### config.mk
export PLATFORM = sky130hd
export DESIGN_NAME = multi_nibble_sub_ctrl
export DESIGN_NICKNAME = d
export VERILOG_FILES = /design/src/rtl/multi_nibble_sub_ctrl_pkg.sv /design/src/rtl/Lab2_4_bit_BLS_dataflow.sv /design/src/rtl/multi_nibble_sub_ctrl.sv
export SDC_FILE = /design/constraint.sdc
export NUM_CORES = 1
export LEC_CHECK = 0
export CORE_MARGIN = 3
export CORE_UTILIZATION = 50
export CTS_CLUSTER_SIZE = 40
export DETAILED_ROUTE_END_ITERATION = 7
export PLACE_DENSITY = 0.78
export SLEW_MARGIN = 20
export SYNTH_ARGS = -nofsm -noshare
export SYNTH_HDL_FRONTEND = slang
export SYNTH_HIERARCHICAL = 1
export SYNTH_SLANG_ARGS = --single-unit
### constraint.sdc
create_clock -name clk -period 2.95 [get_ports clk]
set_input_delay 0.59 -clock clk [delete_from_list [all_inputs] [get_ports clk]]
set_output_delay 0.59 -clock clk [all_outputs]
set_load 0.01 [all_outputs]
### src/rtl/multi_nibble_sub_ctrl_pkg.sv
// Shared types and constants for the nibble-serial subtractor controller.
package multi_nibble_sub_ctrl_pkg;

  localparam int SLICE_W = 4;

  typedef enum logic {
    IDLE = 1'b0,
    RUN  = 1'b1
  } state_t;

  // Slice index width: ceil(log2(n)), never narrower than one bit.
  function automatic int idx_width(input int nibbles);
    return (nibbles > 1) ? $clog2(nibbles) : 1;
  endfunction

endpackage

### src/rtl/Lab2_4_bit_BLS_dataflow.sv
// 4-bit borrow-lookahead subtractor: D = A - B - bin, bout = borrow out of bit 3.
module Lab2_4_bit_BLS_dataflow (
  input  logic [3:0] A,
  input  logic [3:0] B,
  input  logic       bin,
  output logic [3:0] D,
  output logic       bout
);

  logic [3:0] gen_s;
  logic [3:0] prop_s;
  logic [4:0] brw_s;

  // A bit generates a borrow when 0-1, and passes one through when its bits are equal.
  assign gen_s  = ~A & B;
  assign prop_s = ~(A ^ B);

  assign brw_s[0] = bin;
  assign brw_s[1] = gen_s[0] | (prop_s[0] & bin);
  assign brw_s[2] = gen_s[1] | (prop_s[1] & gen_s[0]) | (prop_s[1] & prop_s[0] & bin);
  assign brw_s[3] = gen_s[2] | (prop_s[2] & gen_s[1]) | (prop_s[2] & prop_s[1] & gen_s[0])
                  | (prop_s[2] & prop_s[1] & prop_s[0] & bin);
  assign brw_s[4] = gen_s[3] | (prop_s[3] & gen_s[2]) | (prop_s[3] & prop_s[2] & gen_s[1])
                  | (prop_s[3] & prop_s[2] & prop_s[1] & gen_s[0])
                  | (prop_s[3] & prop_s[2] & prop_s[1] & prop_s[0] & bin);

  assign D    = A ^ B ^ brw_s[3:0];
  assign bout = brw_s[4];

endmodule

### src/rtl/multi_nibble_sub_ctrl.sv
// Nibble-serial W-bit subtractor: one shared 4-bit slice processes a - b - bin
// least-significant nibble first, one nibble per clock.
module multi_nibble_sub_ctrl
  import multi_nibble_sub_ctrl_pkg::*;
#(
  parameter int NIBBLES = 4
) (
  input  logic                       clk,
  input  logic                       rst,
  input  logic                       start,
  input  logic [SLICE_W*NIBBLES-1:0] a,
  input  logic [SLICE_W*NIBBLES-1:0] b,
  input  logic                       bin,
  output logic                       ready,
  output logic                       done,
  output logic [SLICE_W*NIBBLES-1:0] diff,
  output logic                       bout
);

  localparam int W  = SLICE_W * NIBBLES;
  localparam int IW = idx_width(NIBBLES);
  localparam logic [IW-1:0] LAST_IDX = IW'(NIBBLES - 1);

  state_t               state_r;
  state_t               state_next_s;
  logic [W-1:0]         a_r;
  logic [W-1:0]         b_r;
  logic [W-1:0]         diff_r;
  logic [W-1:0]         diff_next_s;
  logic [IW-1:0]        idx_r;
  logic                 borrow_r;
  logic                 bout_r;
  logic                 done_r;
  logic                 ready_r;
  logic [SLICE_W-1:0]   slice_a_s;
  logic [SLICE_W-1:0]   slice_b_s;
  logic [SLICE_W-1:0]   slice_d_s;
  logic                 slice_bout_s;
  logic                 accept_s;
  logic                 last_s;

  assign accept_s = (state_r == IDLE) && start;
  assign last_s   = (state_r == RUN) && (idx_r == LAST_IDX);

  // FSM state register
  always_ff @(posedge clk) begin
    if (rst) begin
      state_r <= IDLE;
    end else begin
      state_r <= state_next_s;
    end
  end

  // FSM next-state decode
  always_comb begin
    state_next_s = state_r;
    case (state_r)
      IDLE: begin
        if (start) state_next_s = RUN;
        else       state_next_s = IDLE;
      end
      RUN: begin
        if (idx_r == LAST_IDX) state_next_s = IDLE;
        else                   state_next_s = RUN;
      end
      default: state_next_s = IDLE;
    endcase
  end

  // Select the active nibble of the latched operands and merge its result into diff
  always_comb begin
    slice_a_s   = {SLICE_W{1'b0}};
    slice_b_s   = {SLICE_W{1'b0}};
    diff_next_s = diff_r;
    for (int i = 0; i < NIBBLES; i++) begin
      if (idx_r == IW'(i)) begin
        slice_a_s = a_r[i*SLICE_W +: SLICE_W];
        slice_b_s = b_r[i*SLICE_W +: SLICE_W];
        diff_next_s[i*SLICE_W +: SLICE_W] = slice_d_s;
      end else begin
        diff_next_s[i*SLICE_W +: SLICE_W] = diff_r[i*SLICE_W +: SLICE_W];
      end
    end
  end

  Lab2_4_bit_BLS_dataflow u_slice_sub (
    .A    (slice_a_s),
    .B    (slice_b_s),
    .bin  (borrow_r),
    .D    (slice_d_s),
    .bout (slice_bout_s)
  );

  // Operand capture, borrow ripple across cycles, result and handshake registers
  always_ff @(posedge clk) begin
    if (rst) begin
      a_r      <= {W{1'b0}};
      b_r      <= {W{1'b0}};
      diff_r   <= {W{1'b0}};
      idx_r    <= {IW{1'b0}};
      borrow_r <= 1'b0;
      bout_r   <= 1'b0;
      done_r   <= 1'b0;
      ready_r  <= 1'b1;
    end else if (accept_s) begin
      a_r      <= a;
      b_r      <= b;
      borrow_r <= bin;
      diff_r   <= {W{1'b0}};
      bout_r   <= 1'b0;
      idx_r    <= {IW{1'b0}};
      done_r   <= 1'b0;
      ready_r  <= 1'b0;
    end else if (state_r == RUN) begin
      diff_r   <= diff_next_s;
      borrow_r <= slice_bout_s;
      if (last_s) begin
        idx_r   <= {IW{1'b0}};
        bout_r  <= slice_bout_s;
        done_r  <= 1'b1;
        ready_r <= 1'b1;
      end else begin
        idx_r   <= idx_r + IW'(1);
        done_r  <= 1'b0;
        ready_r <= 1'b0;
      end
    end else begin
      done_r  <= 1'b0;
      ready_r <= 1'b1;
    end
  end

  assign ready = ready_r;
  assign done  = done_r;
  assign diff  = diff_r;
  assign bout  = bout_r;

endmodule
==> metrics.csv <==
metric;value;unit
Worst Hold Class;flop to flop;
post-synthesis instance area;2500;sq um
most used routing layer;met2;
CTS Hold Buffers Added;0;
fill cell count;420;
met3 WL post-DR;244;um
Commonest Layout Cell;nand2_1;
yosys xor share;0.701;%
HPWL Detailed;3940;um
sequential cell area share;34.5;%
area leader, netlist;dfxtp_1;
Vias;2196;
cells along the critical path;ha_1 -> buf_4 -> nor3b_1 -> a221oi_2 -> inv_1 -> fa_1 -> xor2_1 -> nand3_1 -> a21oi_2;
Die Size;5880;sq um
Port Buffers;54;
Final #Nets;404;
Layout Utilization;66.6;%
M1 GR Usage;22.4;%
fin worst setup slack;0.189;ns
syn avg cell area;8.04;sq um
Gate Area;1230;sq um
CTS sink cnt;55;
post-synth area from yosys stat;2500;sq um
crit path launch type;flop;
yosys stat cell total;311;
minimum clock period;2.76;ns
Inserted Clock Buffers;5;
YS warnings;6;
Crit Path Class;flop to flop;
CP bufs+invs;2;
cell count along the critical path;9;
status;complete, no violations;
Critical Path Sink;diff[9];
crit path DAT;2.99;ns
hold depth;2;
WL/cell;12.2;um
combinational power share;19.8;%
internal power;1.13;mW
Crit. Startpoint;idx_r[0];
Top delay family on crit path;adder cells;
most numerous logic cells after layout;nand2_1 (85), dfxtp_1 (55), clkdlybuf4s50_1 (54);
DR iter-0 viols;84;
Comb area share;38.5;%
H-tree depth;2;
FF/Latch Area;1100;sq um
==> images/layer_met1.png <==
Supply wires on this layer in grey.
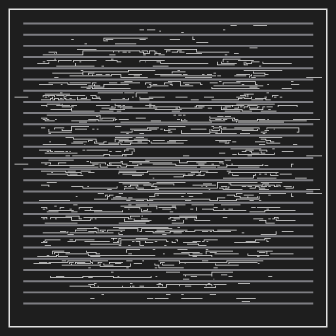
346 nets have wire on it. The wires run mostly horizontal. The layer holds 46% of the routed length. The layer carries 2370 um of wire.

==> images/metal_density.png <==
Scale bar: 20 um. 15 x 15 tiles, from dark purple (low) to yellow (high), scaled to the fullest tile. Values are wire area over tile area, all layers added.
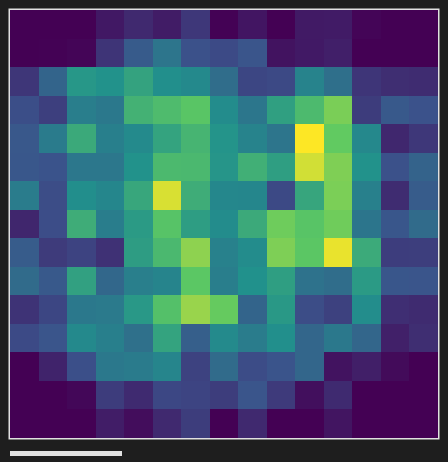
The densest ninth of the die: centre. The mean over all tiles is 0.14. The emptiest ninth of the die: south-east.

==> images/layer_met2.png <==
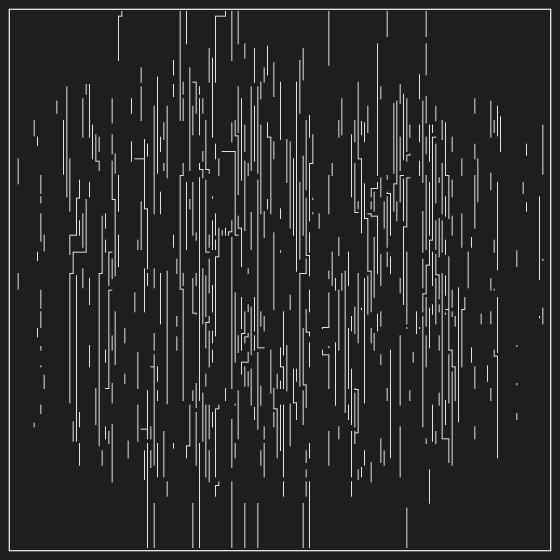
The layer carries 2490 um of wire. The wires run mostly vertical. The longest straight run is 31.6 um. The layer holds 48% of the routed length.

==> images/layer_met3.png <==
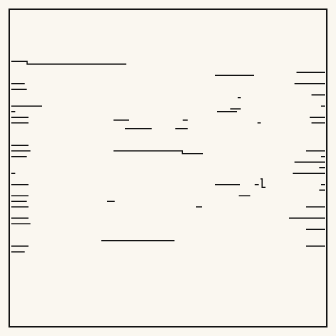
The longest straight run is 23.9 um. 45 nets have wire on it. The layer holds 4.7% of the routed length. The layer carries 245 um of wire. The wires run mostly horizontal.

==> images/clocks.png <==
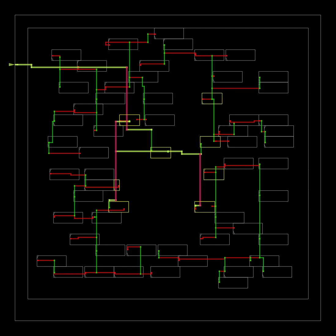
seq_cells: 55
clk_skew: 0.00602 ns
Clk power: 0.440 mW
clk ins delay skew pair: 0.30 ns
clkbuf count: 8

Power figures rest on the tool's default switching activity, not on a simulated workload.
